## src/rtl/spi_master_if.sv

```systemverilog
// Pin-level bundle between the free-running ADC SPI master and the logic around it.
// The master modport drives the serial pins and the parallel receive word.
interface spi_master_if;
  logic        din;
  logic [2:0]  ch_sel;
  logic        sclk;
  logic        dout;
  logic        cs;
  logic [3:0]  count;
  logic [15:0] rx_data;
  logic        rx_valid;

  modport master (
    input  din, ch_sel,
    output sclk, dout, cs, count, rx_data, rx_valid
  );

  modport slave (
    output din, ch_sel,
    input  sclk, dout, cs, count, rx_data, rx_valid
  );
endinterface

```

## src/rtl/spi_master.sv

```systemverilog
// Free-running SPI mode-3 master for a serial ADC: 16-bit frames, channel address out,
// sample word in, one-cycle valid strobe per completed frame. All outputs are flops.
module spi_master #(
  parameter int CLK_DIV   = 2,
  parameter int GAP_TICKS = 2
) (
  input  logic         clk,
  input  logic         rst_n,
  spi_master_if.master bus
);

  localparam int DW = (CLK_DIV > 1) ? $clog2(CLK_DIV) : 1;
  localparam int GW = (GAP_TICKS > 1) ? $clog2(GAP_TICKS) : 1;
  localparam logic [DW-1:0] DIV_LAST = DW'(CLK_DIV - 1);
  localparam logic [GW-1:0] GAP_LAST = GW'(GAP_TICKS - 1);

  typedef enum logic [1:0] {
    ST_GAP   = 2'd0,
    ST_START = 2'd1,
    ST_XFER  = 2'd2,
    ST_END   = 2'd3
  } state_e;

  state_e        state_q, state_d;
  logic [DW-1:0] div_q, div_d;
  logic [GW-1:0] gap_q, gap_d;
  logic [15:0]   tx_q, tx_d;
  logic [15:0]   rx_q, rx_d;
  logic [15:0]   rx_data_q, rx_data_d;
  logic [3:0]    count_q, count_d;
  logic          sclk_q, sclk_d;
  logic          dout_q, dout_d;
  logic          cs_q, cs_d;
  logic          rx_valid_q, rx_valid_d;
  logic          tick_s;

  assign tick_s = (div_q == DIV_LAST);

  always_comb begin
    div_d      = tick_s ? '0 : (div_q + DW'(1));
    state_d    = state_q;
    gap_d      = gap_q;
    tx_d       = tx_q;
    rx_d       = rx_q;
    rx_data_d  = rx_data_q;
    count_d    = count_q;
    sclk_d     = sclk_q;
    dout_d     = dout_q;
    cs_d       = cs_q;
    rx_valid_d = 1'b0;

    if (tick_s) begin
      case (state_q)
        ST_GAP: begin
          if (gap_q == GAP_LAST) begin
            gap_d   = '0;
            cs_d    = 1'b0;
            count_d = 4'd0;
            tx_d    = {2'b00, bus.ch_sel, 11'b0};
            state_d = ST_START;
          end else begin
            gap_d = gap_q + GW'(1);
          end
        end
        // The tick after cs falls is already the first falling sclk edge.
        ST_START: begin
          sclk_d  = 1'b0;
          dout_d  = tx_q[15];
          tx_d    = {tx_q[14:0], 1'b0};
          state_d = ST_XFER;
        end
        ST_XFER: begin
          if (sclk_q) begin
            sclk_d = 1'b0;
            dout_d = tx_q[15];
            tx_d   = {tx_q[14:0], 1'b0};
          end else begin
            sclk_d  = 1'b1;
            rx_d    = {rx_q[14:0], bus.din};
            count_d = count_q + 4'd1;
            if (count_q == 4'd15) begin
              rx_data_d  = {rx_q[14:0], bus.din};
              rx_valid_d = 1'b1;
              state_d    = ST_END;
            end else begin
              state_d = ST_XFER;
            end
          end
        end
        ST_END: begin
          cs_d    = 1'b1;
          dout_d  = 1'b0;
          sclk_d  = 1'b1;
          gap_d   = '0;
          state_d = ST_GAP;
        end
        default: begin
          state_d = ST_GAP;
          cs_d    = 1'b1;
          sclk_d  = 1'b1;
          dout_d  = 1'b0;
          gap_d   = '0;
        end
      endcase
    end else begin
      state_d = state_q;
    end
  end

  // State and output registers; reset aborts any frame in flight.
  always_ff @(posedge clk or negedge rst_n) begin
    if (!rst_n) begin
      state_q    <= ST_GAP;
      div_q      <= '0;
      gap_q      <= '0;
      tx_q       <= 16'h0000;
      rx_q       <= 16'h0000;
      rx_data_q  <= 16'h0000;
      count_q    <= 4'd0;
      sclk_q     <= 1'b1;
      dout_q     <= 1'b0;
      cs_q       <= 1'b1;
      rx_valid_q <= 1'b0;
    end else begin
      state_q    <= state_d;
      div_q      <= div_d;
      gap_q      <= gap_d;
      tx_q       <= tx_d;
      rx_q       <= rx_d;
      rx_data_q  <= rx_data_d;
      count_q    <= count_d;
      sclk_q     <= sclk_d;
      dout_q     <= dout_d;
      cs_q       <= cs_d;
      rx_valid_q <= rx_valid_d;
    end
  end

  assign bus.sclk     = sclk_q;
  assign bus.dout     = dout_q;
  assign bus.cs       = cs_q;
  assign bus.count    = count_q;
  assign bus.rx_data  = rx_data_q;
  assign bus.rx_valid = rx_valid_q;

endmodule

```

## src/flat_wrapper.sv

```systemverilog
// flat-port wrapper written by rule: the top's interface ports become plain ports
module spi_master_flat 
#(
  parameter int CLK_DIV   = 2,
  parameter int GAP_TICKS = 2
)
  (clk, rst_n, bus_din, bus_ch_sel, bus_sclk, bus_dout, bus_cs, bus_count, bus_rx_data, bus_rx_valid);
  spi_master_if bus_i ();
  input  logic clk;
  input  logic rst_n;
  input wire logic [$bits(bus_i.din)-1:0] bus_din;
  input wire logic [$bits(bus_i.ch_sel)-1:0] bus_ch_sel;
  output wire logic [$bits(bus_i.sclk)-1:0] bus_sclk;
  output wire logic [$bits(bus_i.dout)-1:0] bus_dout;
  output wire logic [$bits(bus_i.cs)-1:0] bus_cs;
  output wire logic [$bits(bus_i.count)-1:0] bus_count;
  output wire logic [$bits(bus_i.rx_data)-1:0] bus_rx_data;
  output wire logic [$bits(bus_i.rx_valid)-1:0] bus_rx_valid;
  assign bus_i.din = bus_din;
  assign bus_i.ch_sel = bus_ch_sel;
  assign bus_sclk = bus_i.sclk;
  assign bus_dout = bus_i.dout;
  assign bus_cs = bus_i.cs;
  assign bus_count = bus_i.count;
  assign bus_rx_data = bus_i.rx_data;
  assign bus_rx_valid = bus_i.rx_valid;
  spi_master #(.CLK_DIV(CLK_DIV), .GAP_TICKS(GAP_TICKS)) u_core (.clk(clk), .rst_n(rst_n), .bus(bus_i));
endmodule
```

## config.mk

```make
export PLATFORM = sky130hd
export DESIGN_NAME = spi_master_flat
export DESIGN_NICKNAME = d
export VERILOG_FILES = /design/src/rtl/spi_master_if.sv /design/src/rtl/spi_master.sv /design/src/flat_wrapper.sv
export SDC_FILE = /design/constraint.sdc
export NUM_CORES = 1
export LEC_CHECK = 0
export CAP_MARGIN = 15
export CORE_MARGIN = 5
export CORE_UTILIZATION = 45
export CTS_BUF_LIST = sky130_fd_sc_hd__clkbuf_8
export CTS_CLUSTER_SIZE = 8
export DETAILED_ROUTE_END_ITERATION = 10
export GPL_ROUTABILITY_DRIVEN = 0
export HOLD_SLACK_MARGIN = 0.15
export PLACE_DENSITY = 0.77
export SLEW_MARGIN = 10
export SYNTH_ARGS = -nofsm -noshare
export SYNTH_HDL_FRONTEND = slang
export SYNTH_SLANG_ARGS = --single-unit
```

## constraint.sdc

```tcl
create_clock -name clk -period 2.4 [get_ports clk]
set_input_delay 0.48 -clock clk [delete_from_list [all_inputs] [get_ports clk]]
set_output_delay 0.48 -clock clk [all_outputs]
set_load 0.01 [all_outputs]
```

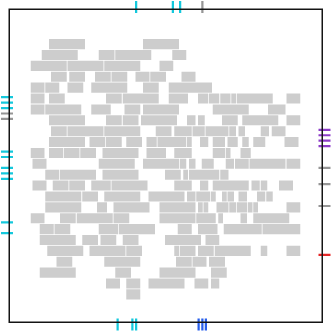
run_1/pinout.png
(4 px per micron) Pins as bars across the die edge, other pins in gray.
purple -> bus_count  # pins 4, direction output, edge east
blue -> bus_ch_sel  # pins 3, direction input, edge south
cyan -> bus_rx_data  # pins 16, direction output, edge 10 west, 3 south, 3 north
red -> rst_n  # pins 1, direction input, edge east
# port buffers: 29
horizontal extent of the die: 77.9 microns
Vert. Die Dim: 77.9 microns

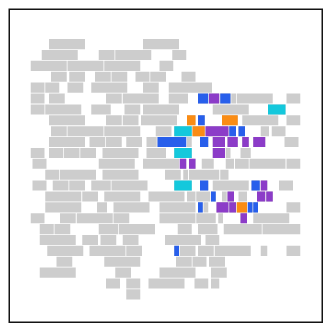
run_1/gates.png
(4 px per micron)
cyan -> fa/ha/maj cells  # cells 4, most used ha_1, where center
purple -> aoi and oai cells  # cells 16
blue -> nand cells  # cells 14, most used nand2_1
orange -> and/or cells  # cells 4
final standard cell count with taps included and fillers excluded: 235
Top cell excl fill/tap: sky130_fd_sc_hd__dfrtp_1

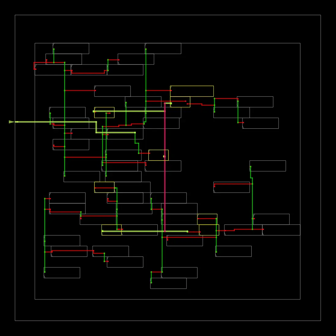
run_1/clock_nets.png
number of buffers inserted during clock tree synthesis: 5
number of clock buffers in the layout: 7

==> flow_metrics.py, run 1 <==
# Metrics from the implementation run
metrics = {
    "logic_synthesis": {
        "synth.area.top_cells": "sky130_fd_sc_hd__dfrtp_1, sky130_fd_sc_hd__mux2_2, sky130_fd_sc_hd__dfstp_2",
        "postSynthNetCount": 157,
        "ff_type": "sky130_fd_sc_hd__dfrtp_1",
        "post-synth-top-area-fraction_pct": 55.5,
        "ys_cells": 147,
        "synth_cell_types": 35,
        "synth_cells": 147,
        "number_of_enable_flip_flop_cells": 0,
        "cell_type_with_the_highest_aggregate_area_in_the_netlist": "sky130_fd_sc_hd__dfrtp_1",
        "post_synth_design_cell_area_sq_um": 2070,
        "asr_flop_ratio_synth_pct": 100,
        "postSynthSeqShare_pct": 58.0,
    },
    "global_routing": {
        "grt_overflow_total": 0,
        "global_route.usage.total_pct": 13.2,
        "grt_pass1_wl_microns": 6630,
        "first_global_vias": 1370,
    },
    "hold_path": {
        "hold-path-cell-count": 1,
        "holdCritPathClass": "flip-flop to flip-flop",
        "whs_endpoint": "u_core.tx_q[12]",
        "min-delay-start": "u_core.tx_q[12]",
    },
    "power_and_ir_drop": {
        "switching_power_uw": 280,
        "p_clk_uw": 621,
        "power.switching_fraction_pct": 18.9,
        "seq_cell_power_uw": 825,
        "p_int_uw": 1200,
        "clkPwrFrac_pct": 41.9,
        "main_power_group": "registers",
        "pwr.group.combinational_uw": 35.9,
        "pwr_density_cell_nw_per_um2": 582,
    },
    "timing": {
        "timing.clock.skew_ns": 0.00563,
        "timing.final.max_slew_violations": 0,
        "final_hold_viol_count": 0,
        "min_period_ns": 1.96,
        "setup-tns-final_ns": 0,
        "rsz_0062_raised_after_global_routing": "no",
        "max_freq_mhz": 510,
        "report.final.setup_viol": 0,
        "timing.final.crit_share_pct": 81.6,
        "worst_pin_slew_ns": 0.544,
    },
    "setup_path": {
        "timing.rr.end": "u_core.bus.rx_data[10]",
        "worst_setup_path_end_kind": "flip-flop",
        "crit_end": "u_core.bus.rx_data[10]",
        "setup.worst_path.class": "flip-flop to flip-flop",
        "worst-r2r-setup-slack_ns": 0.44,
        "rr_worst_depth": 5,
        "cp.arrival_ns": 2.14,
        "critPathMaxFanout": 17,
        "worst_setup_path_start_kind": "flip-flop",
    },
    "layout": {
        "area_growth_pct": 22.9,
        "commonest_cells_after_routing_fill_and_taps_aside": "sky130_fd_sc_hd__dfrtp_1, sky130_fd_sc_hd__mux2_2, sky130_fd_sc_hd__clkdlybuf4s50_1, sky130_fd_sc_hd__clkbuf_8",
        "n_fill_cell": 349,
        "post-route-cell-area_sq_um": 2550,
        "finalCoreUtilization_pct": 57.7,
        "antennaDiodeCount": 0,
    },
    "cts": {
        "htree_num_levels": 2,
        "post_cts_buffers": 0,
        "cts_resized": 0,
        "clk_tree_root_cell": "sky130_fd_sc_hd__clkbuf_8",
        "longest_clk_path_bufs": 2,
        "cts_tree": "built",
        "clkLatencyLatePin_ns": 0.29,
        "cts_hold_buf": 1,
    },
    "placement": {
        "placed_cell_area_sq_um": 2410,
        "place_inst": 226,
    },
    "detailed_routing": {
        "routed_wirelength_microns": 3640,
        "drt-wirelength-per-cell_microns": 15.5,
        "routed_via_density": 5.46,
    },
    "status": {
        "result_of_the_run": "finished, final reports clean",
    },
    "floorplanning": {
        "coreArea_sq_um": 4410,
        "placementRows": 24,
        "io_pins": 30,
        "fp.dieArea_sq_um": 6070,
    },
    "flow_run": {
        "drv.max_cap_violation_count": 0,
        "openroad.warnings": 28,
    },
}
run 1: layout make-up:
type | count | area (sq um) | area share, %
multi-input combinational | 88 | 811 | 31.8
inverter | 6 | 25.0 | 0.982
sequential | 48 | 1200 | 47.2
clock buffer | 7 | 96.3 | 3.78
tap | 52 | 65.1 | 2.55
clock inverter | 1 | 30.0 | 1.18
timing repair buffer | 33 | 318 | 12.5
run 1: logic make-up (layout without fill, tap and decap cells):
kind of cell	count (synthesis)	in the layout	share of synthesized area, %
AND-OR/OR-AND	18	18	6.33
adder cells (fa/ha/maj)	4	4	2.41
buffers and inverters	11	47	2.89
flip-flops	48	48	58.0
multiplexers	39	39	21.0
AND/OR/NAND/NOR	27	27	9.29
run 1: routing by layer:
metal | global-route usage, % | share of wire (%)
met1 | 16.8 | 46
met4 | 3.04 | 0.88
met3 | 3.82 | 4.7
met5 | 0 | 0
met2 | 22.4 | 49
run 1: sequential cells by signal (all words and copies together), names as in the netlist, 2 cells and up:
signal and flops:
u_core.rx_q 15, u_core.state_q 2, u_core.bus.rx_data 16, u_core.bus.count 4, u_core.tx_q 5
run 1: per-stage QoR:
step / total power, uW / setup slack, ns
5_1_grt: 1530 / 0.307
4_1_cts: 1500 / 0.424
3_5_place_dp: 878 / 0.437
3_3_place_gp: 875 / 0.540
6_report: 1480 / 0.440
2_1_floorplan: 848 / 0.662
run 1: worst max-delay path, stage by stage, from the launching register on:
cell                       delay (ns)
sky130_fd_sc_hd__dfrtp_1         0.39
sky130_fd_sc_hd__inv_1           0.10
sky130_fd_sc_hd__ha_1            0.41
sky130_fd_sc_hd__nand3b_4        0.13
sky130_fd_sc_hd__nor2_4          0.42
sky130_fd_sc_hd__mux2_2          0.40
--- run 2 (diff from run 1) ---
==> constraint.sdc (replaced) <==
create_clock -name clk -period 1.9 [get_ports clk]
set_input_delay 0.38 -clock clk [delete_from_list [all_inputs] [get_ports clk]]
set_output_delay 0.38 -clock clk [all_outputs]
set_load 0.01 [all_outputs]
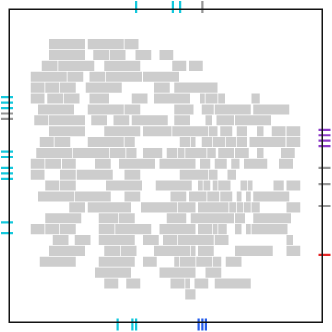
run_2/pinout.png
(4 px per micron) Pins as bars across the die edge, other pins in gray.
blue -> bus_ch_sel  # pins 3, direction input, edge south
purple -> bus_count  # pins 4, direction output, edge east
red -> rst_n  # pins 1, direction input, edge east
cyan -> bus_rx_data  # pins 16, direction output, edge 10 west, 3 south, 3 north
all pins by edge = 12 west, 8 east, 6 south, 4 north

==> run 2 against run 1 <==
  * Final cell count increased by 2.1%
  * Non-clock buffer count is 5 higher
  * Fmax rose by 6.6%
  * Clock power grew 57%
  * Critical path depth did not move
  * Via count is 0.70% higher
  * Hold slack got worse by 0.0043 ns
  * Count of clock-buffer cells in the layout down 2
  * Area after synthesis is the same
  * Flip-flop count is the same
  * Die size unchanged
  * Largest power group unchanged
==> flow_metrics.py, run 2 <==
# Metrics from the implementation run
metrics = {
    "status": {
        "result_of_the_run": "finished, final reports clean",
    },
    "detailed_routing": {
        "routed_wirelength_microns": 3620,
        "routed_via_density": 5.39,
        "drt-wirelength-per-cell_microns": 15.1,
        "drcViolationCount": 0,
    },
    "timing": {
        "final_hold_viol_count": 0,
        "worst_pin_slew_ns": 0.494,
        "timing.final.max_slew_violations": 0,
        "max_freq_mhz": 544,
        "setup_ws_ns": 0.0624,
        "min_period_ns": 1.84,
        "rsz_0062_raised_after_global_routing": "no",
        "setup-tns-final_ns": 0,
        "timing.final.crit_share_pct": 96.7,
        "report.final.setup_viol": 0,
    },
    "cts": {
        "clk_tree_root_cell": "sky130_fd_sc_hd__clkbuf_8",
        "post_cts_buffers": 0,
        "longest_clk_path_bufs": 2,
        "cts_tree": "built",
        "cts_hold_buf": 1,
        "tritoncts.num_buffers": 5,
        "cts_resized": 0,
        "htree_num_levels": 2,
    },
    "logic_synthesis": {
        "number_of_enable_flip_flop_cells": 0,
        "synthMostInstantiatedCell": "sky130_fd_sc_hd__dfrtp_1",
        "synth_cells": 147,
        "asr_flop_ratio_synth_pct": 100,
        "ff_type": "sky130_fd_sc_hd__dfrtp_1",
        "synth_cell_types": 35,
        "cell_type_with_the_highest_aggregate_area_in_the_netlist": "sky130_fd_sc_hd__dfrtp_1",
        "post-synth-top-area-fraction_pct": 55.5,
        "post_synth_design_cell_area_sq_um": 2070,
        "postSynthSeqShare_pct": 58.0,
        "synth.area.top_cells": "sky130_fd_sc_hd__dfrtp_1, sky130_fd_sc_hd__mux2_2, sky130_fd_sc_hd__dfstp_2",
        "ys_cells": 147,
        "postSynthNetCount": 157,
    },
    "flow_run": {
        "openroad.warnings": 28,
        "drv.max_cap_violation_count": 0,
    },
    "hold_path": {
        "hold-path-cell-count": 1,
        "min-delay-start": "u_core.bus.rx_data[3]",
        "whs_endpoint": "u_core.bus.rx_data[3]",
        "holdCritPathClass": "flip-flop to flip-flop",
    },
    "setup_path": {
        "critical-path-max-stage-delay_ns": 0.54,
        "critical_path_buf_inv_count": 1,
        "crit_path_cell_trace": "inv_1, ha_1, nor2b_2, or4_4, o311ai_2",
        "worst-r2r-setup-slack_ns": 0.06,
        "setup.worst_path.class": "flip-flop to flip-flop",
        "worst_setup_path_end_kind": "flip-flop",
        "cp_slowest_cell": "sky130_fd_sc_hd__or4_4",
        "rr_worst_depth": 5,
        "critPathMaxFanout": 6,
        "cp.arrival_ns": 2.04,
        "timing.rr.end": "u_core.bus.count[3]",
        "critical_path.reg2reg.startpoint": "u_core.state_q[0]",
        "worst_setup_path_start_kind": "flip-flop",
        "crit_family": "simple AND/OR/NAND/NOR gates",
    },
    "layout": {
        "largest_register_ffs": 16,
        "final-instance-count-excl-fill": 240,
        "commonest_cells_after_routing_fill_and_taps_aside": "sky130_fd_sc_hd__dfrtp_1, sky130_fd_sc_hd__mux2_2, sky130_fd_sc_hd__clkdlybuf4s50_1, sky130_fd_sc_hd__buf_4",
        "register_area_sq_um": 1200,
        "layout_top_cell_excl_fill_tap": "sky130_fd_sc_hd__dfrtp_1",
        "finalCoreUtilization_pct": 59.8,
        "comb_area_sq_um": 818,
        "post-route-cell-area_sq_um": 2640,
        "area_growth_pct": 27.2,
        "antennaDiodeCount": 0,
        "n_fill_cell": 328,
    },
    "floorplanning": {
        "io_pins": 30,
        "coreArea_sq_um": 4410,
        "die.size.x_microns": 77.9,
        "placementRows": 24,
        "fp.dieArea_sq_um": 6070,
        "die_height_microns": 77.9,
    },
    "global_routing": {
        "grt_pass1_wl_microns": 6170,
        "grt_overflow_total": 0,
        "first_global_vias": 1339,
        "global_route.usage.total_pct": 12.3,
        "grt_antenna_before_repair": 0,
    },
    "placement": {
        "placed_cell_area_sq_um": 2440,
        "port_buffers": 29,
        "place_inst": 228,
        "pre_cts_setup_slack_ns": 0.0291,
    },
    "power_and_ir_drop": {
        "report.power.total_uw": 2070,
        "pwr_density_cell_nw_per_um2": 783,
    },
}
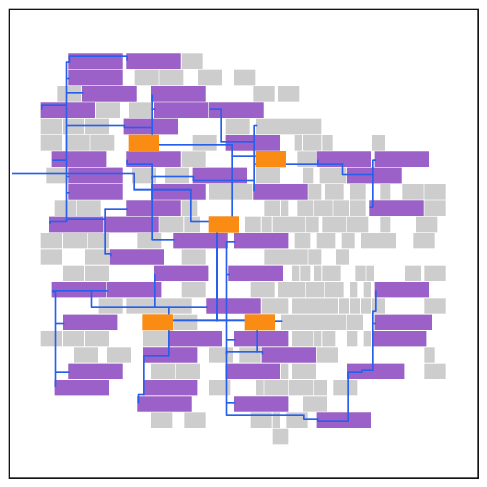
run_2/clock_wires.png
(6 px per micron)
orange -> clock-net drivers  # count 5
blue -> clock wires  # length 476 microns
purple -> flip-flops  # count 48
routed clock nets = 6
worst clock skew: 0.00714 ns
clock network power: 977 uW
relative contribution of the clock network to total power: 47.3%
Worst-Skew Late Latency: 0.29 ns

## run 2: cell counts after synthesis
No cell type changed its count.
## run 2: kinds of logic (layout without fill, tap and decap cells)
group           after synthesis  after routing  share of synthesized area [%]
simple gates                 27             27                           9.29
compound gates               18             18                           6.33
fa+ha+maj                     4              4                           2.41
buf+inv                      11             52                           2.89
mux                          39             39                           21.0
flops                        48             48                           58.0
## run 2: area by class of cell
| cell class | instances | area share (%) |
|---|---|---|
| tap | 52 | 2.47 |
| multi-input combinational | 88 | 31.0 |
| inverter | 6 | 0.948 |
| sequential | 48 | 45.6 |
| timing repair buffer | 38 | 13.9 |
| clock inverter | 3 | 3.41 |
| clock buffer | 5 | 2.61 |
## run 2: layer usage
metal  up-vias  global-route usage (%)  share of wire (%)
li1        612                       -                  -
met1       645                    15.0                 44
met2        34                    21.3                 50
met3         2                    3.82                5.3
met4         0                    3.04               0.44
met5         -                       0                  0
## run 2: where the power goes
| group | leakage [uW] | internal, uW | total, uW | switching (uW) |
|---|---|---|---|---|
| Clock | 0.0000784 | 657 | 977 | 320 |
| Sequential | 0.000610 | 1030 | 1040 | 9.14 |
| Combinational | 0.000519 | 21.6 | 45.4 | 23.8 |
## run 2: how the worst max path moves through the flow
| stage | start | end | slack (ns) | cells past startpoint |
|---|---|---|---|---|
| 6_report | u_core.state_q[0] | u_core.bus.count[3] | 0.06 | 5 |
| 5_1_grt | u_core.state_q[0] | u_core.bus.count[3] | 0.007 | 5 |
| 4_1_cts | u_core.state_q[0] | u_core.tx_q[13] | 0.02 | 5 |
| 3_5_place_dp | u_core.state_q[0] | u_core.tx_q[13] | 0.03 | 5 |
| 3_3_place_gp | u_core.state_q[0] | u_core.tx_q[13] | 0.14 | 5 |
| 2_1_floorplan | u_core.state_q[0] | u_core.tx_q[11] | 0.16 | 6 |
--- run 3 (diff from run 2) ---
--- a/config.mk
+++ b/config.mk
@@ -6,6 +6,7 @@
 export NUM_CORES = 1
 export LEC_CHECK = 0
 export CAP_MARGIN = 15
+export CORE_ASPECT_RATIO = 1.25
 export CORE_MARGIN = 5
 export CORE_UTILIZATION = 45
 export CTS_BUF_LIST = sky130_fd_sc_hd__clkbuf_8
==> constraint.sdc (replaced) <==
create_clock -name clk -period 2.3 [get_ports clk]
set_input_delay 0.46 -clock clk [delete_from_list [all_inputs] [get_ports clk]]
set_output_delay 0.46 -clock clk [all_outputs]
set_load 0.01 [all_outputs]
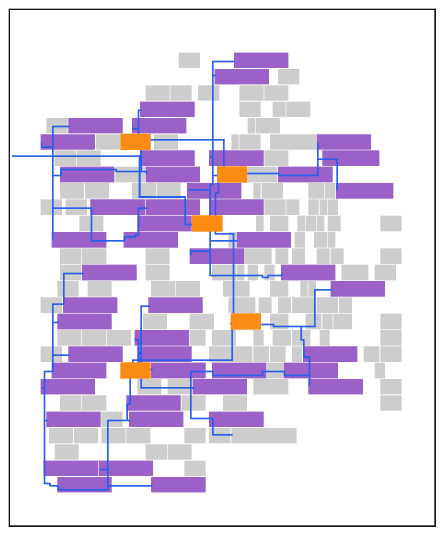
run_3/clock_wires.png
(6 px per micron)
orange -> clock-net drivers  # count 5
purple -> flip-flops  # count 48
blue -> clock wires  # length 492 microns
routed clock nets = 6
relative contribution of the clock network to total power: 41.7%
clock network power: 643 uW
worst clock skew: 0.00523 ns

==> run 3 against run 2 <==
  * Utilization fell by 2.2 points
  * Hold slack improved by 0.0047 ns
  * Area after synthesis unchanged
  * Sequential power is about 20% lower
  * Wire length increased by 1.5%
  * Global-route usage rose by 0.91 points
  * Final cell count is the same
  * Via count is 2.5% lower
  * Largest power group unchanged
==> flow_metrics.py, run 3 <==
# Metrics from the implementation run
metrics = {
    "timing": {
        "setup_ws_ns": 0.357,
        "rsz_0062_raised_after_global_routing": "no",
        "setup-tns-final_ns": 0,
        "min_period_ns": 1.94,
        "timing.final.max_slew_violations": 0,
        "final_hold_viol_count": 0,
    },
    "setup_path": {
        "critical-path-max-stage-delay_ns": 0.63,
        "timing.rr.end": "u_core.bus.rx_data[11]",
        "critical_path.reg2reg.startpoint": "u_core.state_q[0]",
        "worst_setup_path_end_kind": "primary output",
        "worst_setup_path_start_kind": "flip-flop",
        "cp.arrival_ns": 1.48,
        "critical_path_buf_inv_count": 1,
        "worst-r2r-setup-slack_ns": 0.36,
        "critPathMaxFanout": 8,
        "crit_family": "flip-flops",
    },
    "power_and_ir_drop": {
        "share_comb_of_total_power_pct": 2.3,
        "seqPwrFrac_pct": 55.9,
        "p_int_uw": 1250,
        "pwr.group.combinational_uw": 35.7,
        "switching_power_uw": 286,
        "pwr_density_cell_nw_per_um2": 604,
        "power.switching_fraction_pct": 18.6,
        "main_power_group": "registers",
        "seq_cell_power_uw": 862,
    },
    "floorplanning": {
        "nWellTaps": 58,
        "coreArea_sq_um": 4430,
        "placementRows": 27,
        "fp.dieArea_sq_um": 6080,
        "io_pins": 30,
    },
    "layout": {
        "area_growth_pct": 22.9,
        "inv_count": 6,
        "n_fill_cell": 368,
        "antennaDiodeCount": 0,
        "commonest_cells_after_routing_fill_and_taps_aside": "sky130_fd_sc_hd__dfrtp_1, sky130_fd_sc_hd__mux2_2, sky130_fd_sc_hd__clkdlybuf4s50_1, sky130_fd_sc_hd__clkbuf_8",
        "layout_top_cell_excl_fill_tap": "sky130_fd_sc_hd__dfrtp_1",
        "finalCoreUtilization_pct": 57.6,
        "layout.cells.largest_class": "flip-flops and latches",
        "largest_register_ffs": 16,
        "layout.comb_gates.multi_input": 88,
        "register_share_of_the_cell_area_pct": 47.2,
        "numSequentialCells": 48,
        "layout.clock_buffers": 7,
    },
    "global_routing": {
        "first_global_vias": 1436,
        "grt_overflow_total": 0,
        "global_route.usage.total_pct": 13.2,
        "grt_antenna_before_repair": 0,
    },
    "cts": {
        "clk_tree_root_cell": "sky130_fd_sc_hd__clkbuf_8",
        "post_cts_buffers": 0,
        "longest_clk_path_bufs": 2,
        "htree_num_levels": 2,
        "cts_tree": "built",
        "tritoncts.num_buffers": 5,
    },
    "logic_synthesis": {
        "postSynthNetCount": 157,
        "synth_cell_types": 35,
        "post_synth_design_cell_area_sq_um": 2070,
        "postSynthSeqShare_pct": 58.0,
        "ff_type": "sky130_fd_sc_hd__dfrtp_1",
        "asr_flop_ratio_synth_pct": 100,
        "ys_cells": 147,
        "synth.area.top_cells": "sky130_fd_sc_hd__dfrtp_1, sky130_fd_sc_hd__mux2_2, sky130_fd_sc_hd__dfstp_2",
    },
    "placement": {
        "pre_cts_setup_slack_ns": 0.364,
        "port_buffers": 29,
        "place_inst": 231,
    },
    "status": {
        "result_of_the_run": "finished, final reports clean",
    },
    "hold_path": {
        "min-delay-start": "u_core.bus.rx_data[3]",
        "hold-path-cell-count": 1,
    },
    "detailed_routing": {
        "routed_wirelength_microns": 3680,
    },
    "flow_run": {
        "openroad.warnings": 28,
    },
}
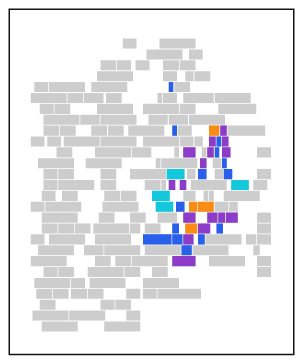
run_3/gates.png
(4 px per micron)
final standard cell count with taps included and fillers excluded: 240
fraction of area in multi-input gates: 31.8%

==> run 3: cell count changes in the layout (fill, tap and decap cells not counted), moves of 2 or more <==
cell                        change
sky130_fd_sc_hd__nor2b_2        -2
sky130_fd_sc_hd__nor2b_1        +2
sky130_fd_sc_hd__buf_4          -5
sky130_fd_sc_hd__bufinv_16      -2
sky130_fd_sc_hd__clkbuf_8       +2
==> run 3: kinds of logic after synthesis <==
family	Yosys count	share of synthesized area (%)
DFF	48	58.0
muxes	39	21.0
and+or+nand+nor	27	9.29
AOI/OAI and AO/OA	18	6.33
buffers and inverters	11	2.89
adders and majority gates	4	2.41
==> run 3: per-layer routing <==
layer | GRT usage, % | wire length [microns]
met5 | 0 | 0
met4 | 4.79 | 51
met3 | 4.22 | 138
met2 | 22.7 | 1930
met1 | 15.4 | 1560
==> run 3: worst max path at each step <==
stage / to / cells past startpoint / from / slack, ns
after floorplan: u_core.tx_q[11] / 6 / u_core.state_q[0] / 0.56
after global placement: u_core.bus.rx_data[2] / 5 / u_core.state_q[0] / 0.43
after detailed placement: u_core.bus.rx_data[11] / 5 / u_core.state_q[0] / 0.36
after CTS: bus_sclk / 1 / u_core.bus.sclk / 0.34
after global routing: u_core.bus.rx_data[2] / 5 / u_core.state_q[0] / 0.22
final: bus_sclk / 1 / u_core.bus.sclk / 0.36
==> run 3: repair_timing <==
action | 4_1_cts | 5_1_grt
hold buffers | 1 | 0
endpoints found under the setup margin | 0 | 0
hold endpoints to repair | 16 | 0
==> run 3: metrics by stage <==
step                area, sq um  power, uW  hold slack (ns)
floorplan                  2070        885            0.164
global placement           2410        912            0.385
detailed placement         2410        915            0.395
CTS                        2550       1560            0.522
global route               2550       1610            0.540
finish                     2550       1540            0.514
Power is estimated from default activity; no workload was simulated.
